`config.mk`:
```
export PLATFORM = sky130hd
export DESIGN_NAME = pipeline_hazard_ctrl_flat
export DESIGN_NICKNAME = d
export VERILOG_FILES = /design/src/rtl/pipeline_hazard_ctrl_pkg.sv /design/src/rtl/pipeline_hazard_ctrl_if.sv /design/src/rtl/pipeline_hazard_ctrl_perf.sv /design/src/rtl/pipeline_hazard_ctrl.sv /design/src/flat_wrapper.sv
export SDC_FILE = /design/constraint.sdc
export NUM_CORES = 1
export LEC_CHECK = 0
export CAP_MARGIN = 20
export CORE_UTILIZATION = 50
export DETAILED_ROUTE_END_ITERATION = 10
export PLACE_DENSITY = 0.8
export SLEW_MARGIN = 20
export SYNTH_ARGS = -nofsm -noshare
export SYNTH_HDL_FRONTEND = slang
export SYNTH_SLANG_ARGS = --single-unit
```
`constraint.sdc`:
```
create_clock -name clk -period 3.5 [get_ports clk]
set_input_delay 0.875 -clock clk [delete_from_list [all_inputs] [get_ports clk]]
set_output_delay 0.875 -clock clk [all_outputs]
set_load 0.01 [all_outputs]
```
`src/rtl/pipeline_hazard_ctrl_pkg.sv`:
```
// pipeline_hazard_ctrl_pkg: memory-op and hazard FSM types shared by the hazard controller.
package pipeline_hazard_ctrl_pkg;
    typedef enum logic [1:0] {MEM_NONE = 2'd0, MEM_READ = 2'd1, MEM_WRITE = 2'd2} memaccess_t;
    typedef enum logic [0:0] {HZD_RUN = 1'b0, HZD_MEM_WAIT = 1'b1} hzd_state_t;
endpackage

```
`src/rtl/pipeline_hazard_ctrl_if.sv`:
```
// pipeline_hazard_ctrl_if: pipeline-side hazard inputs and stall/flush controls.
interface pipeline_hazard_ctrl_if;
    import pipeline_hazard_ctrl_pkg::*;
    memaccess_t memaccess_d;
    logic [4:0] rs1_d;
    logic [4:0] rs2_d;
    logic       uses_rs1_d;
    logic       uses_rs2_d;
    memaccess_t memaccess_e;
    logic [4:0] rd_e;
    logic       redirect_e;
    memaccess_t memaccess_m;
    logic       dmem_ready;
    logic       dmem_req;
    logic       stall_f;
    logic       stall_d;
    logic       stall_e;
    logic       stall_m;
    logic       flush_d;
    logic       flush_e;
    logic       flush_w;
    modport master (
        output memaccess_d, rs1_d, rs2_d, uses_rs1_d, uses_rs2_d, memaccess_e, rd_e,
               redirect_e, memaccess_m, dmem_ready,
        input  dmem_req, stall_f, stall_d, stall_e, stall_m, flush_d, flush_e, flush_w
    );
    modport slave (
        input  memaccess_d, rs1_d, rs2_d, uses_rs1_d, uses_rs2_d, memaccess_e, rd_e,
               redirect_e, memaccess_m, dmem_ready,
        output dmem_req, stall_f, stall_d, stall_e, stall_m, flush_d, flush_e, flush_w
    );
endinterface

```
`src/rtl/pipeline_hazard_ctrl_perf.sv`:
```
// hazard_perf_counters: three wrapping hazard event counters.
module hazard_perf_counters #(
    parameter int CNT_W = 32
) (
    input  logic             clk,
    input  logic             rst_n,
    input  logic             stall_inc_i,
    input  logic             loaduse_inc_i,
    input  logic             redirect_inc_i,
    output logic [CNT_W-1:0] stall_cnt_o,
    output logic [CNT_W-1:0] loaduse_cnt_o,
    output logic [CNT_W-1:0] redirect_cnt_o
);
    logic [CNT_W-1:0] stall_q, loaduse_q, redirect_q;
    always_ff @(posedge clk) begin
        if (!rst_n) begin
            stall_q    <= '0;
            loaduse_q  <= '0;
            redirect_q <= '0;
        end else begin
            stall_q    <= stall_q + CNT_W'(stall_inc_i);
            loaduse_q  <= loaduse_q + CNT_W'(loaduse_inc_i);
            redirect_q <= redirect_q + CNT_W'(redirect_inc_i);
        end
    end
    assign stall_cnt_o    = stall_q;
    assign loaduse_cnt_o  = loaduse_q;
    assign redirect_cnt_o = redirect_q;
endmodule

```
`src/rtl/pipeline_hazard_ctrl.sv`:
```
// pipeline_hazard_ctrl: stall/flush sequencer for load-use, E-stage redirect and dmem waits.
module pipeline_hazard_ctrl
    import pipeline_hazard_ctrl_pkg::*;
#(
    parameter int MAX_WAIT = 255,
    parameter int CNT_W    = 32
) (
    input  logic                   clk,
    input  logic                   rst_n,
    pipeline_hazard_ctrl_if.slave  bus,
    output logic                   mem_timeout,
    output logic [CNT_W-1:0]       stall_cnt,
    output logic [CNT_W-1:0]       loaduse_cnt,
    output logic [CNT_W-1:0]       redirect_cnt
);
    localparam logic [0:0] S_RUN  = HZD_RUN;
    localparam logic [0:0] S_WAIT = HZD_MEM_WAIT;

    logic [0:0]  state_q, state_d;
    logic [15:0] wait_q, wait_d;
    logic        timeout_q, timeout_d;
    logic        mem_stall, load_use, redir_ok, lu_ok;

    // Stores depending only on rs2 get their data forwarded W->M, so they never stall.
    assign load_use = bus.memaccess_e == MEM_READ && bus.rd_e != 5'd0 &&
                      ((bus.uses_rs1_d && bus.rs1_d == bus.rd_e) ||
                       (bus.uses_rs2_d && bus.rs2_d == bus.rd_e && bus.memaccess_d != MEM_WRITE));
    assign bus.dmem_req = bus.memaccess_m != MEM_NONE;
    assign mem_stall    = bus.dmem_req && !bus.dmem_ready;
    assign redir_ok     = bus.redirect_e && !mem_stall;
    assign lu_ok        = load_use && !bus.redirect_e && !mem_stall;

    assign bus.stall_f = rst_n && (mem_stall || lu_ok);
    assign bus.stall_d = rst_n && (mem_stall || lu_ok);
    assign bus.stall_e = rst_n && mem_stall;
    assign bus.stall_m = rst_n && mem_stall;
    assign bus.flush_w = rst_n && mem_stall;
    assign bus.flush_d = rst_n && redir_ok;
    assign bus.flush_e = rst_n && (redir_ok || lu_ok);

    always_comb begin
        state_d   = (state_q == S_RUN) ? (mem_stall ? S_WAIT : S_RUN)
                                       : ((bus.dmem_ready || !bus.dmem_req) ? S_RUN : S_WAIT);
        wait_d    = (state_d == S_WAIT) ? ((wait_q == 16'hFFFF) ? wait_q : wait_q + 16'd1) : 16'd0;
        timeout_d = timeout_q || (wait_d >= 16'(MAX_WAIT));
    end

    always_ff @(posedge clk) begin
        if (!rst_n) begin
            state_q   <= S_RUN;
            wait_q    <= 16'd0;
            timeout_q <= 1'b0;
        end else begin
            state_q   <= state_d;
            wait_q    <= wait_d;
            timeout_q <= timeout_d;
        end
    end

    assign mem_timeout = timeout_q;

    hazard_perf_counters #(.CNT_W(CNT_W)) u_perf (
        .clk            (clk),
        .rst_n          (rst_n),
        .stall_inc_i    (mem_stall),
        .loaduse_inc_i  (lu_ok),
        .redirect_inc_i (redir_ok),
        .stall_cnt_o    (stall_cnt),
        .loaduse_cnt_o  (loaduse_cnt),
        .redirect_cnt_o (redirect_cnt)
    );
endmodule

```
`src/flat_wrapper.sv`:
```
// flat-port wrapper written by rule: the top's interface ports become plain ports
module pipeline_hazard_ctrl_flat import pipeline_hazard_ctrl_pkg::*;
#(
    parameter int MAX_WAIT = 255,
    parameter int CNT_W    = 32
)
  (clk, rst_n, mem_timeout, stall_cnt, loaduse_cnt, redirect_cnt, bus_memaccess_d, bus_rs1_d, bus_rs2_d, bus_uses_rs1_d, bus_uses_rs2_d, bus_memaccess_e, bus_rd_e, bus_redirect_e, bus_memaccess_m, bus_dmem_ready, bus_dmem_req, bus_stall_f, bus_stall_d, bus_stall_e, bus_stall_m, bus_flush_d, bus_flush_e, bus_flush_w);
  pipeline_hazard_ctrl_if bus_i ();
  input  logic clk;
  input  logic rst_n;
  output logic mem_timeout;
  output logic [CNT_W-1:0] stall_cnt;
  output logic [CNT_W-1:0] loaduse_cnt;
  output logic [CNT_W-1:0] redirect_cnt;
  input wire logic [$bits(bus_i.memaccess_d)-1:0] bus_memaccess_d;
  input wire logic [$bits(bus_i.rs1_d)-1:0] bus_rs1_d;
  input wire logic [$bits(bus_i.rs2_d)-1:0] bus_rs2_d;
  input wire logic [$bits(bus_i.uses_rs1_d)-1:0] bus_uses_rs1_d;
  input wire logic [$bits(bus_i.uses_rs2_d)-1:0] bus_uses_rs2_d;
  input wire logic [$bits(bus_i.memaccess_e)-1:0] bus_memaccess_e;
  input wire logic [$bits(bus_i.rd_e)-1:0] bus_rd_e;
  input wire logic [$bits(bus_i.redirect_e)-1:0] bus_redirect_e;
  input wire logic [$bits(bus_i.memaccess_m)-1:0] bus_memaccess_m;
  input wire logic [$bits(bus_i.dmem_ready)-1:0] bus_dmem_ready;
  output wire logic [$bits(bus_i.dmem_req)-1:0] bus_dmem_req;
  output wire logic [$bits(bus_i.stall_f)-1:0] bus_stall_f;
  output wire logic [$bits(bus_i.stall_d)-1:0] bus_stall_d;
  output wire logic [$bits(bus_i.stall_e)-1:0] bus_stall_e;
  output wire logic [$bits(bus_i.stall_m)-1:0] bus_stall_m;
  output wire logic [$bits(bus_i.flush_d)-1:0] bus_flush_d;
  output wire logic [$bits(bus_i.flush_e)-1:0] bus_flush_e;
  output wire logic [$bits(bus_i.flush_w)-1:0] bus_flush_w;
  assign bus_i.memaccess_d = bus_memaccess_d;
  assign bus_i.rs1_d = bus_rs1_d;
  assign bus_i.rs2_d = bus_rs2_d;
  assign bus_i.uses_rs1_d = bus_uses_rs1_d;
  assign bus_i.uses_rs2_d = bus_uses_rs2_d;
  assign bus_i.memaccess_e = bus_memaccess_e;
  assign bus_i.rd_e = bus_rd_e;
  assign bus_i.redirect_e = bus_redirect_e;
  assign bus_i.memaccess_m = bus_memaccess_m;
  assign bus_i.dmem_ready = bus_dmem_ready;
  assign bus_dmem_req = bus_i.dmem_req;
  assign bus_stall_f = bus_i.stall_f;
  assign bus_stall_d = bus_i.stall_d;
  assign bus_stall_e = bus_i.stall_e;
  assign bus_stall_m = bus_i.stall_m;
  assign bus_flush_d = bus_i.flush_d;
  assign bus_flush_e = bus_i.flush_e;
  assign bus_flush_w = bus_i.flush_w;
  pipeline_hazard_ctrl #(.MAX_WAIT(MAX_WAIT), .CNT_W(CNT_W)) u_core (.clk(clk), .rst_n(rst_n), .bus(bus_i), .mem_timeout(mem_timeout), .stall_cnt(stall_cnt), .loaduse_cnt(loaduse_cnt), .redirect_cnt(redirect_cnt));
endmodule
```
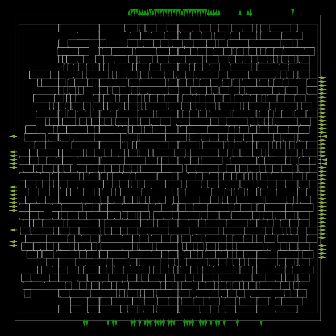
**Above:** run 1 (placement view).
FILL cells: 764
Placement Rows: 37
utilization after layout: 73.9%
Final Non-Filler Cells: 895
Core ar.: 10500 sq um

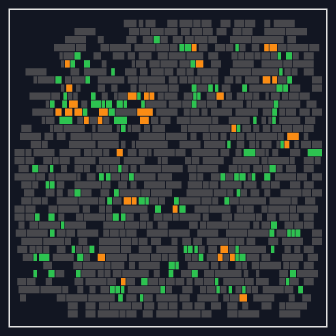
**Above:** run 1 (logic cells by family).
- orange: aoi and oai cells (cells 34; where spread over the die)
- green: nand cells (cells 118; where spread over the die)
Comb area share: 40.7%
Top cell excl fill/tap: clkdlybuf4s50_1

==> impl_metrics.env, run 1 <==
# implementation run metrics
export IMPL_nNonClkInverters=6
export IMPL_grt_antenna_before_repair=0
export IMPL_path_class="input port to output pin"
export IMPL_worst_slack_ps=92.9
export IMPL_p_comb_uw=115
export IMPL_ys_area_sq_um=5470
export IMPL_cts_buffer_depth=2
export IMPL_startpoint="bus_memaccess_m[1]"
export IMPL_endpoint="bus_stall_e"
export IMPL_place_congestion=0.864
export IMPL_ys_sh_mux_pct=0.755
export IMPL_crit_path_cell_trace="clkdlybuf4s50_1, or2_2, nand2b_4, inv_2, buf_4, nand2_1, inv_1, clkdlybuf4s50_1"
export IMPL_status="complete, no violations"
export IMPL_adder_share_pct=1.60
export IMPL_grtUsageTotal_pct=24.7
export IMPL_met1Wirelength_um=5810
export IMPL_p_seq_uw=1300
export IMPL_final_cell_mix="clkdlybuf4s50_1 (116), dfxtp_1 (113), and2_1 (92)"
export IMPL_synth_flop_count=113
export IMPL_drive_above_1_share_pct=11.7
export IMPL_worst_r2r_cell_count=7
export IMPL_routed_via_count=4793
export IMPL_flops=113
export IMPL_ys_async_sr_fraction_pct=0
export IMPL_cap_violations=0
export IMPL_reg2reg_to="u_core.mem_timeout"
export IMPL_grtUsageMet3_pct=5.58
export IMPL_drtIter0Drc=211
export IMPL_ys_seq_share_pct=41.4
export IMPL_synth_nets=626
export IMPL_max_slew_margin_rel_pct=52.8
export IMPL_grtUsageMet2_pct=41.1
export IMPL_fp_dieW_um=107
export IMPL_ir_worst_vdd_uv=263
export IMPL_grt_pass1_vias=4677
export IMPL_logic_family="simple AND/OR/NAND/NOR gates"
export IMPL_wl_per_cell_um=15.0
export IMPL_cts_setup_buffers=3
export IMPL_dr_wl_met3_um=651
export IMPL_postSynthCellCount=592
export IMPL_cp_top_family="buffers and inverters"
export IMPL_syn2layout_area_growth_pct=41.6
export IMPL_cpMostUsedCell="clkdlybuf4s50_1"
export IMPL_port_buffers=131
export IMPL_synth_top_cell_area_share_pct=41.4
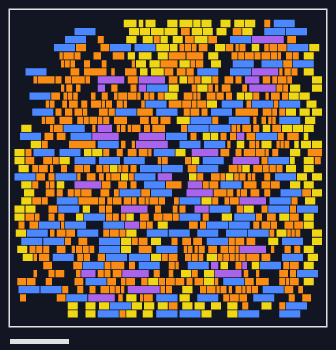
**Above:** run 1 (placement by cell class).
The bar under the picture is 20 um long.
- orange: remaining logic cells (cells 458)
- blue: registers (cells 113)
- yellow: remaining buffers and delay cells (cells 157)
- purple: clock drivers and dummy loads (cells 31)
sequential share of cell area: 29.2%
design area: 7740 sq um

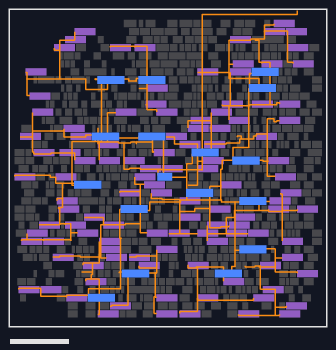
**Above:** run 1 (routed clock nets over the placement).
The bar under the picture is 20 um long.
- blue: clock-net drivers (count 17)
- purple: flip-flops (count 113)
- orange: clock wires (length 1510 um)
- flops lie: spread over the die
P_clk: 1790 uW
clk_lat worst skew: 510 ps
Final Skew: 7.44 ps
Clk network pwr share: 55.8%

==> run 2, diff against run 1 <==
==> constraint.sdc (replaced) <==
create_clock -name clk -period 3.5 [get_ports clk]
set_input_delay 0.875 -clock clk [delete_from_list [all_inputs] [get_ports clk]]
set_output_delay 0.875 -clock clk [all_outputs]
set_load 0.005 [all_outputs]
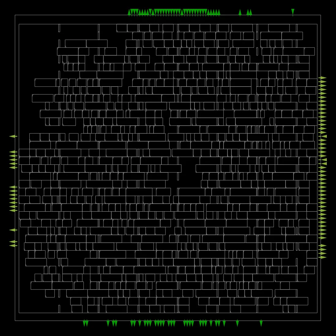
**Above:** run 2 (placement view).
Taps Inserted: 136
utilization after layout: 72.7%
sequential share of cell area: 29.8%
Final Non-Filler Cells: 894

==> run 2 against run 1 <==
Effect of this change: flip-flop count did not move; combinational power decreased by 5%; largest cell class unchanged; core utilization decreased by 1.3 points.
==> impl_metrics.env, run 2 <==
# implementation run metrics
export IMPL_status="complete, no violations"
export IMPL_worst_r2r_cell_count=7
export IMPL_adder_share_pct=1.60
export IMPL_fillers=780
export IMPL_synth_flop_count=113
export IMPL_logic_family="simple AND/OR/NAND/NOR gates"
export IMPL_ys_async_sr_fraction_pct=0
export IMPL_core_area_sq_um=10500
export IMPL_cap_violations=0
export IMPL_port_buffers=131
export IMPL_fp_dieW_um=107
export IMPL_grt_antenna_before_repair=0
export IMPL_ys_area_sq_um=5470
export IMPL_p_comb_uw=109
export IMPL_final_cell_mix="clkdlybuf4s50_1 (123), dfxtp_1 (113), and2_1 (92)"
export IMPL_place_congestion=0.884
export IMPL_routed_via_count=4745
export IMPL_p_seq_uw=1300
export IMPL_met1Wirelength_um=5760
export IMPL_reg2reg_to="u_core.mem_timeout"
export IMPL_drive_above_1_share_pct=10.6
export IMPL_ir_worst_vdd_uv=339
export IMPL_pg_clk_uw=1660
export IMPL_startpoint="bus_rs1_d[3]"
export IMPL_max_slew_margin_rel_pct=51.4
export IMPL_postSynthCellCount=592
export IMPL_nNonClkInverters=6
export IMPL_syn2layout_area_growth_pct=39.1
export IMPL_comb_share_pct=40.8
export IMPL_clock_skew_final_ps=9.56
export IMPL_crit_path_cell_trace="clkdlybuf4s50_1, xor2_1, nor4_2, nand3_1, o21ai_1, o211ai_1, a21oi_1, clkdlybuf4s15_1"
Power figures rest on the tool's default switching activity, not on a simulated workload.
